[src/rtl/vga_stream_pkg.sv]
// Shared types and constants for the VGA stream filter: channel widths,
// filter modes, pixel/beat layouts and per-channel arithmetic helpers.
package vga_stream_pkg;

  localparam int CH_W       = 10;
  localparam int PIX_W      = 3 * CH_W;
  localparam int LUMA_W     = CH_W + 2;
  localparam int VGA_WIDTH  = 640;
  localparam int VGA_HEIGHT = 480;

  typedef enum logic [2:0] {
    MODE_PASS    = 3'd0,
    MODE_INVERT  = 3'd1,
    MODE_LIGHTEN = 3'd2,
    MODE_DARKEN  = 3'd3,
    MODE_GREY    = 3'd4,
    MODE_THRESH  = 3'd5
  } filter_mode_t;

  typedef struct packed {
    logic [CH_W-1:0] r;
    logic [CH_W-1:0] g;
    logic [CH_W-1:0] b;
  } pixel_t;

  typedef struct packed {
    pixel_t       px;
    logic         sop;
    logic         eop;
    filter_mode_t mode;
  } s1_beat_t;

  typedef struct packed {
    pixel_t px;
    logic   sop;
    logic   eop;
  } s2_beat_t;

  // Codes 6 and 7 are reserved and behave as pass-through.
  function automatic filter_mode_t decode_mode(input logic [2:0] sel);
    filter_mode_t m;
    case (sel)
      3'd1:    m = MODE_INVERT;
      3'd2:    m = MODE_LIGHTEN;
      3'd3:    m = MODE_DARKEN;
      3'd4:    m = MODE_GREY;
      3'd5:    m = MODE_THRESH;
      default: m = MODE_PASS;
    endcase
    return m;
  endfunction

  function automatic logic [CH_W-1:0] lighten_ch(input logic [CH_W-1:0] c);
    logic [LUMA_W-1:0] s;
    s = LUMA_W'(c) + LUMA_W'(c >> 2);
    if (s > LUMA_W'({CH_W{1'b1}})) return {CH_W{1'b1}};
    return s[CH_W-1:0];
  endfunction

  function automatic logic [CH_W-1:0] darken_ch(input logic [CH_W-1:0] c);
    return c - (c >> 2);
  endfunction

endpackage

[src/rtl/vga_filter_pipe_reg.sv]
// One elastic pipeline stage: loads payload and valid whenever the stage
// is allowed to advance; payload only changes on a valid load.
module vga_filter_pipe_reg #(
  parameter int W = 8
) (
  input  logic         clk,
  input  logic         reset,
  input  logic         adv_i,
  input  logic         valid_i,
  input  logic [W-1:0] data_i,
  output logic         valid_o,
  output logic [W-1:0] data_o
);

  logic         valid_q;
  logic [W-1:0] data_q;

  always_ff @(posedge clk) begin
    if (reset) begin
      valid_q <= 1'b0;
      data_q  <= '0;
    end else if (adv_i) begin
      valid_q <= valid_i;
      if (valid_i) data_q <= data_i;
    end
  end

  assign valid_o = valid_q;
  assign data_o  = data_q;

endmodule

[src/rtl/vga_stream_filter.sv]
// Two-stage Avalon-ST colour filter with per-frame mode latch.
// Define VGA_FILTER_PKT_CHECK_EN to build the sticky framing checker.
module vga_stream_filter
  import vga_stream_pkg::*;
#(
  parameter int              FRAME_PIXELS = VGA_WIDTH * VGA_HEIGHT,
  parameter logic [CH_W-1:0] THRESH       = 10'd512
) (
  input  logic             clk,
  input  logic             reset,
  input  logic [2:0]       filter_select,
  input  logic [PIX_W-1:0] in_data,
  input  logic             in_sop,
  input  logic             in_eop,
  input  logic             in_valid,
  output logic             in_ready,
  output logic [PIX_W-1:0] out_data,
  output logic             out_sop,
  output logic             out_eop,
  output logic             out_valid,
  input  logic             out_ready,
  output logic             pkt_error,
  output logic [2:0]       active_mode
);

  logic         s1_valid, s2_valid, adv2, in_fire;
  filter_mode_t mode_q, mode_d, beat_mode;
  s1_beat_t     s1_in, s1_q;
  s2_beat_t     s2_d, s2_q;
  pixel_t       px_f;
  logic [LUMA_W-1:0] luma_sum;
  logic [CH_W-1:0]   luma;

  assign adv2     = !s2_valid || out_ready;
  assign in_ready = !s1_valid || adv2;
  assign in_fire  = in_valid && in_ready;

  // The mode rides with each beat, so a new SOP never retags older beats.
  assign beat_mode = in_sop ? decode_mode(filter_select) : mode_q;
  assign mode_d    = (in_fire && in_sop) ? beat_mode : mode_q;

  always_ff @(posedge clk) begin
    if (reset) mode_q <= MODE_PASS;
    else       mode_q <= mode_d;
  end

  assign s1_in = '{px: pixel_t'(in_data), sop: in_sop, eop: in_eop, mode: beat_mode};

  vga_filter_pipe_reg #(.W($bits(s1_beat_t))) u_s1 (
    .clk     (clk),
    .reset   (reset),
    .adv_i   (in_ready),
    .valid_i (in_valid),
    .data_i  (s1_in),
    .valid_o (s1_valid),
    .data_o  (s1_q)
  );

  assign luma_sum = LUMA_W'(s1_q.px.r) + (LUMA_W'(s1_q.px.g) << 1) + LUMA_W'(s1_q.px.b);
  assign luma     = luma_sum[LUMA_W-1:2];

  always_comb begin
    px_f = s1_q.px;
    case (s1_q.mode)
      MODE_INVERT:  px_f = ~s1_q.px;
      MODE_LIGHTEN: px_f = '{r: lighten_ch(s1_q.px.r), g: lighten_ch(s1_q.px.g),
                             b: lighten_ch(s1_q.px.b)};
      MODE_DARKEN:  px_f = '{r: darken_ch(s1_q.px.r), g: darken_ch(s1_q.px.g),
                             b: darken_ch(s1_q.px.b)};
      MODE_GREY:    px_f = '{r: luma, g: luma, b: luma};
      MODE_THRESH:  px_f = (luma >= THRESH) ? '1 : '0;
      default:      px_f = s1_q.px;
    endcase
  end

  assign s2_d = '{px: px_f, sop: s1_q.sop, eop: s1_q.eop};

  vga_filter_pipe_reg #(.W($bits(s2_beat_t))) u_s2 (
    .clk     (clk),
    .reset   (reset),
    .adv_i   (adv2),
    .valid_i (s1_valid),
    .data_i  (s2_d),
    .valid_o (s2_valid),
    .data_o  (s2_q)
  );

  assign out_valid   = s2_valid;
  assign out_data    = s2_q.px;
  assign out_sop     = s2_q.sop;
  assign out_eop     = s2_q.eop;
  assign active_mode = mode_q;

`ifdef VGA_FILTER_PKT_CHECK_EN
  localparam logic [18:0] LAST_IDX = 19'(FRAME_PIXELS - 1);

  logic [18:0] cnt_q, cnt_d, idx;
  logic        seen_q, seen_d, open_q, open_d, err_q, err_d;

  always_comb begin
    cnt_d  = cnt_q;
    seen_d = seen_q;
    open_d = open_q;
    err_d  = err_q;
    idx    = in_sop ? 19'd0 : cnt_q;
    if (in_fire) begin
      if (!in_sop && !seen_q)                 err_d = 1'b1;
      if (in_sop && open_q && cnt_q != 19'd0) err_d = 1'b1;
      if (in_eop != (idx == LAST_IDX))        err_d = 1'b1;
      cnt_d  = idx + 19'd1;
      open_d = !in_eop;
      seen_d = seen_q || in_sop;
    end
  end

  always_ff @(posedge clk) begin
    if (reset) begin
      cnt_q  <= '0;
      seen_q <= 1'b0;
      open_q <= 1'b0;
      err_q  <= 1'b0;
    end else begin
      cnt_q  <= cnt_d;
      seen_q <= seen_d;
      open_q <= open_d;
      err_q  <= err_d;
    end
  end

  assign pkt_error = err_q;
`else
  assign pkt_error = 1'b0;
`endif

endmodule
[config.mk]
export PLATFORM = sky130hd
export DESIGN_NAME = vga_stream_filter
export DESIGN_NICKNAME = d
export VERILOG_FILES = /design/src/rtl/vga_stream_pkg.sv /design/src/rtl/vga_filter_pipe_reg.sv /design/src/rtl/vga_stream_filter.sv
export SDC_FILE = /design/constraint.sdc
export NUM_CORES = 1
export LEC_CHECK = 0
export CAP_MARGIN = 20
export CORE_AREA = 2 2 166 136
export CTS_CLUSTER_SIZE = 20
export DETAILED_ROUTE_END_ITERATION = 8
export DIE_AREA = 0 0 168 138
export PLACE_DENSITY = 0.51
export SETUP_SLACK_MARGIN = 0.05
export SYNTH_ARGS = -nofsm -noshare
export SYNTH_HDL_FRONTEND = slang
export SYNTH_HIERARCHICAL = 1
export SYNTH_SLANG_ARGS = --single-unit
[constraint.sdc]
create_clock -name clk -period 4.95 [get_ports clk]
set_input_delay 0.495 -clock clk [delete_from_list [all_inputs] [get_ports clk]]
set_output_delay 0.495 -clock clk [all_outputs]
set_load 0.03 [all_outputs]
Figure 1. Cell sizes after repair (run 1).
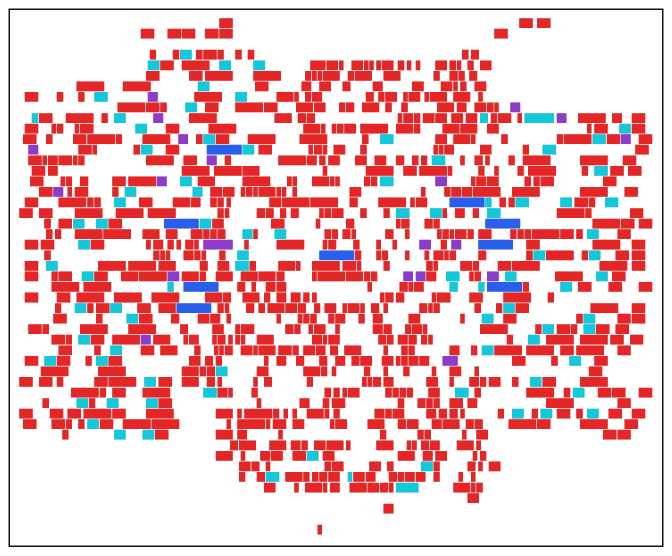
| size | color | cells |
|---|---|---|
| x3 and x4 | purple | 20 |
| x2 | cyan | 89 |
| x1 and smaller | red | 825 |
| x6 and larger | blue | 9 |

Figure 2. Clock distribution (run 1).
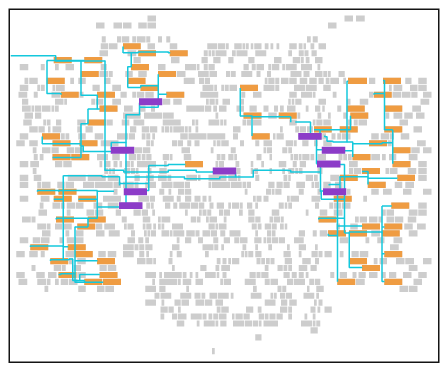
[clock wires] cyan | length: 1190 um
[flip-flops] orange | count: 72
[clock-net drivers] purple | count: 9
routed clock nets: 10

Figure 3. Clock routing (run 1).
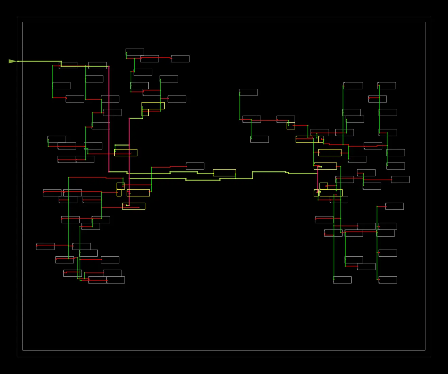
flip-flop and latch count: 72
P_clk: 0.613 mW
clk sink count: 72

Figure 4. M1 wires (run 1).
Supply wires on this layer in gray.
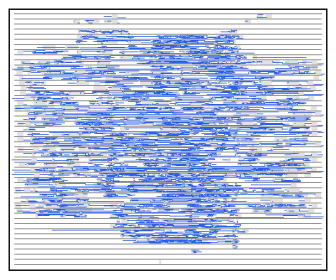
nets with wire on the layer: 944
longest straight run: 59.8 um
wire length on this layer: 12800 um

==> results.ini, run 1 <==
[status]
status = completed

[yosys]
syn_area_per_cell_um2 = 8.14
synth.yosys.seq_area_share = 0.194
synthFlopType = dfxtp_1
async_flop_share = 0
top_area_cell = dfxtp_1
top_cell = nand3_1
ys_top_cells_by_area = dfxtp_1 (19%), ha_1 (9.6%), a21bo_1 (7.6%)
syn_inst = 911

[finish]
stdcell_count = 1223
ff_latch_area_um2 = 1440

[detailed_routing]
drt-total-wl_um = 23900
avgViaCountPerCell = 5.58
vias = 6826
drtPass1Iterations = 5

[floorplanning]
die_x_um = 168
io_pins = 77
fp_util = 0.341

[clocking]
root_buffer = clkbuf_16
clockBufferDepth = 2
cts_tree = built
cts_max_level = 3
clk_latency_ns = 0.34
clk_pin_slew_worst_paths_ns = 0.07

[critical_path]
crit_type = reg2reg
slowest_delay_ns = 0.53
required_ns = 5.21
reg2reg_depth = 13
endpoint = u_s2/data_o[27]
crit_path_top_delay_cell = dfxtp_1

[timing]
worst_pin_slew_ns = 0.866
drv_slew = 0

[power_and_ir_drop]
powerDensity_nw_per_um2 = 223
p_leak_nw = 3.17

[global_route]
grt_antenna_before_repair = 0
grt_pass1_wl_um = 37100

[placed_design]
dpl.hpwl_um = 17800

## run 1: area by class of cell
type                            count  share of cell area
Multi-Input combinational cell    718               0.635
Inverter                           50              0.0222
Tap cell                          280              0.0414
Timing Repair Buffer               87              0.0985
Clock buffer                        9              0.0266
Clock inverter                      7             0.00577
Sequential cell                    72               0.171
## run 1: registers in the layout, summed over array words and instances, names as in the netlist
signal / count
active_mode: 3
u_s2/valid_o: 1
u_s2/data_o: 32
u_s1/valid_o: 1
u_s1/data_o: 35
## run 1: logic make-up (layout without fill, tap and decap cells)
| family | count (synthesis) | count (layout) | share of synthesized area |
|---|---|---|---|
| AND-OR/OR-AND | 328 | 328 | 0.345 |
| XOR/XNOR | 36 | 36 | 0.0425 |
| adder cells (fa/ha/maj) | 73 | 73 | 0.139 |
| buffers and inverters | 121 | 153 | 0.0826 |
| flip-flops | 72 | 72 | 0.194 |
| multiplexers | 8 | 8 | 0.0108 |
| other | 1 | 1 | 0.000505 |
| AND/OR/NAND/NOR | 272 | 272 | 0.185 |
## run 1: report_power, final
group | total [mW] | internal (mW) | switching (mW)
registers | 0.663 | 0.607 | 0.0560
logic | 0.607 | 0.261 | 0.345
clock network | 0.613 | 0.339 | 0.274
total | 1.88 | 1.21 | 0.675
## run 1: stage by stage
stage | util | worst slack [ns] | hold WS, ns
finish | 0.389 | 1.01 | 0.535
global route | 0.389 | 0.778 | 0.553
CTS | 0.389 | 1.05 | 0.542
detailed placement | 0.376 | 1.09 | 0.519
global placement | 0.376 | 1.18 | 0.523
floorplan | - | 1.55 | 0.453
## run 1: critical path: cells and delay by family (launching register included)
| kind | cells | cell delay, ns |
|---|---|---|
| AOI/OAI and AO/OA | 6 | 1.33 |
| DFF | 1 | 0.53 |
| buffers and inverters | 1 | 0.12 |
| adders and majority gates | 2 | 0.90 |
| and+or+nand+nor | 4 | 0.97 |
## run 1: layout by cell type (no fill, tap or decap), types with 6 or more instances in the layout
cell type / Yosys / routed
nand3_1: 78 / 78
o21ai_0: 39 / 39
a31oi_1: 6 / 6
o21a_1: 7 / 7
nor3_1: 18 / 18
a221oi_1: 6 / 6
a21bo_2: 11 / 11
nor4_1: 7 / 7
a22oi_1: 8 / 8
xnor2_1: 24 / 24
inv_1: 49 / 49
dfxtp_1: 72 / 71
nand2b_1: 18 / 17
ha_1: 57 / 57
nand2_1: 35 / 35
a211oi_1: 7 / 7
a21oi_1: 54 / 54
xor2_1: 12 / 12
mux2i_1: 8 / 8
o211ai_1: 9 / 9
nor2b_1: 17 / 17
fa_1: 16 / 16
a21oi_2: 56 / 56
nor2_1: 63 / 63
clkdlybuf4s50_1: 0 / 73
clkbuf_16: 0 / 9
a21bo_1: 56 / 56
buf_4: 11 / 13
a21o_1: 7 / 7
## run 1: per-layer routing
layer	track usage	vias to the layer above	routed length (um)
met3	0.0375	19	1640
met5	0	-	0
li1	-	3354	-
met4	0.0325	0	201
met2	0.276	234	9260
met1	0.330	3219	12800
Figure 5. Cells colored by class (run 1).
Scale bar: 50 um.
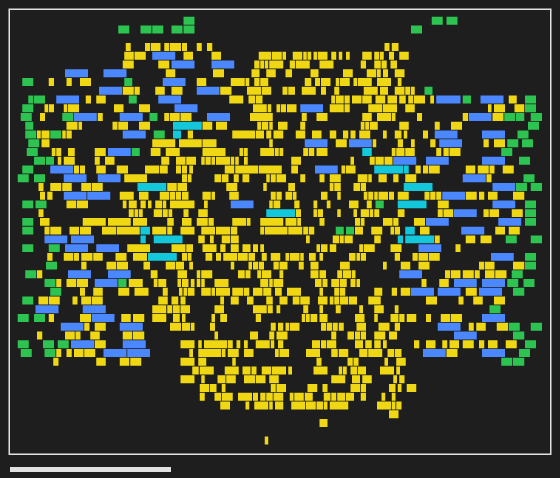

--- run 2 (diff from run 1) ---
--- a/config.mk
+++ b/config.mk
@@ -10,7 +10,7 @@
 export CTS_CLUSTER_SIZE = 20
 export DETAILED_ROUTE_END_ITERATION = 8
 export DIE_AREA = 0 0 168 138
-export PLACE_DENSITY = 0.51
+export PLACE_DENSITY = 0.53
 export SETUP_SLACK_MARGIN = 0.05
 export SYNTH_ARGS = -nofsm -noshare
 export SYNTH_HDL_FRONTEND = slang
==> constraint.sdc (replaced) <==
create_clock -name clk -period 3.6 [get_ports clk]
set_input_delay 0.36 -clock clk [delete_from_list [all_inputs] [get_ports clk]]
set_output_delay 0.36 -clock clk [all_outputs]
set_load 0.03 [all_outputs]
Figure 6. Cells colored by class (run 2).
Scale bar: 50 um.
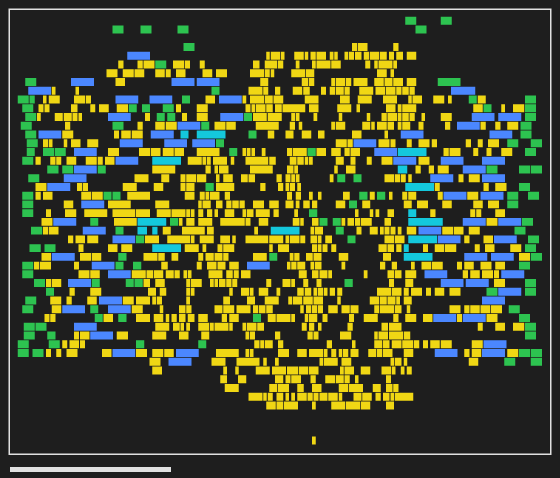
| class | color | cells |
|---|---|---|
| registers | blue | 72 |
| remaining logic cells | yellow | 768 |
| remaining buffers and delay cells | green | 124 |
| clock drivers and dummy loads | cyan | 16 |

==> run 2 against run 1 <==
Clock skew is essentially flat. Hold slack lost 0.0018 ns. Global-route usage grew 0.25 points. Sequential cell count is the same. Die area is the same. Register-to-register slack lost 0.79 ns. Count of clock-buffer cells in the layout is the same. Highest routed layer unchanged.
==> results.ini, run 2 <==
[status]
status = completed

[floorplanning]
fp_util = 0.341  ; unchanged
io_pins = 77  ; unchanged
die_x_um = 168  ; unchanged

[clocking]
cts.sinks = 72  ; unchanged
clockBufferDepth = 2  ; unchanged
cts_max_level = 3  ; unchanged
clk_pin_slew_worst_paths_ns = 0.07  ; about the same
root_buffer = clkbuf_16

[placed_design]
dpl.hpwl_um = 18500  ; +3.6%

[detailed_routing]
drtPass1Iterations = 6  ; +1
vias = 7045  ; +3.2%

[yosys]
top_cell = nand3_1
async_flop_share = 0  ; unchanged
top_area_cell = dfxtp_1
synthFlopType = dfxtp_1
syn_inst = 911  ; unchanged
syn_area_per_cell_um2 = 8.14  ; unchanged

[timing]
setup_slack_ns = 0.215  ; -0.793 ns

[finish]
lay_top_cells = nand3_1 (78), clkdlybuf4s50_1 (73), dfxtp_1 (71)
stdcell_count = 1260  ; +3.0%

[global_route]
grt_antenna_before_repair = 0  ; unchanged
grt_pass1_wl_um = 37200  ; +0.28%

[power_and_ir_drop]
p_leak_nw = 3.37  ; +6.4%

run 2: cell families (layout without fill, tap and decap cells):
kind of cell / after synthesis / after routing / synth area share
AND-OR/OR-AND: 328 / 328 / 0.345
AND/OR/NAND/NOR: 272 / 272 / 0.185
buffers and inverters: 121 / 190 / 0.0826
adder cells (fa/ha/maj): 73 / 73 / 0.139
flip-flops: 72 / 72 / 0.194
XOR/XNOR: 36 / 36 / 0.0425
multiplexers: 8 / 8 / 0.0108
other: 1 / 1 / 0.000505
run 2: worst paths after layout:
path                         from         endpoint  cells past startpoint
hold / removal     active_mode[2]   active_mode[2]                      2
setup / recovery  u_s1/data_o[15]  u_s2/data_o[13]                     13
hold reg to reg    active_mode[2]   active_mode[2]                      2
setup reg to reg  u_s1/data_o[15]  u_s2/data_o[13]                     13
run 2: cell type report:
cell class              count  area [um2]  share of cell area
multi-input cells         718        5380               0.613
flip-flops and latches     72        1440               0.164
repair buffers            124        1120               0.128
well taps                 280         350              0.0399
clock buffers               9         225              0.0256
inverters                  50         188              0.0214
clock inverters             7        72.6             0.00826
run 2: repair_timing:
item / CTS / global route
hold buffers: 0 / 0
gates resized: 0 / 2
setup endpoints to repair: 0 / 25
setup buffers: 0 / 0
run 2: where the power goes:
group          internal [mW]  switching [mW]  total [mW]
combinational          0.386           0.522       0.908
sequential             0.835          0.0379       0.873
clock                  0.536           0.371       0.908
run 2: routing by layer:
metal / GRT usage / up-vias / routed length (um) / part of all wire
li1: - / 3424 / - / -
met1: 0.337 / 3277 / 12500 / 0.51
met2: 0.267 / 310 / 9300 / 0.38
met3: 0.0432 / 34 / 2210 / 0.091
met4: 0.0430 / 0 / 369 / 0.015
met5: 0 / - / 0 / 0
run 2: worst reg2reg max path, stage by stage, from the launching register on:
cell,delay [ns]
dfxtp_1,0.33
inv_1,0.09
fa_1,0.48
or3_1,0.40
fa_1,0.38
nand2b_1,0.23
a21oi_4,0.21
o31ai_4,0.08
a21oi_2,0.24
and2_4,0.25
or4_4,0.16
a2bb2oi_1,0.17
nand3_1,0.12
a21oi_2,0.16
run 2: metrics by stage:
step,utilization,hold slack (ns)
after CTS,0.403,0.537
final,0.403,0.533
after global placement,0.389,0.514
after detailed placement,0.389,0.506
after global routing,0.403,0.588
after floorplan,-,0.432
Power is estimated from default activity; no workload was simulated.
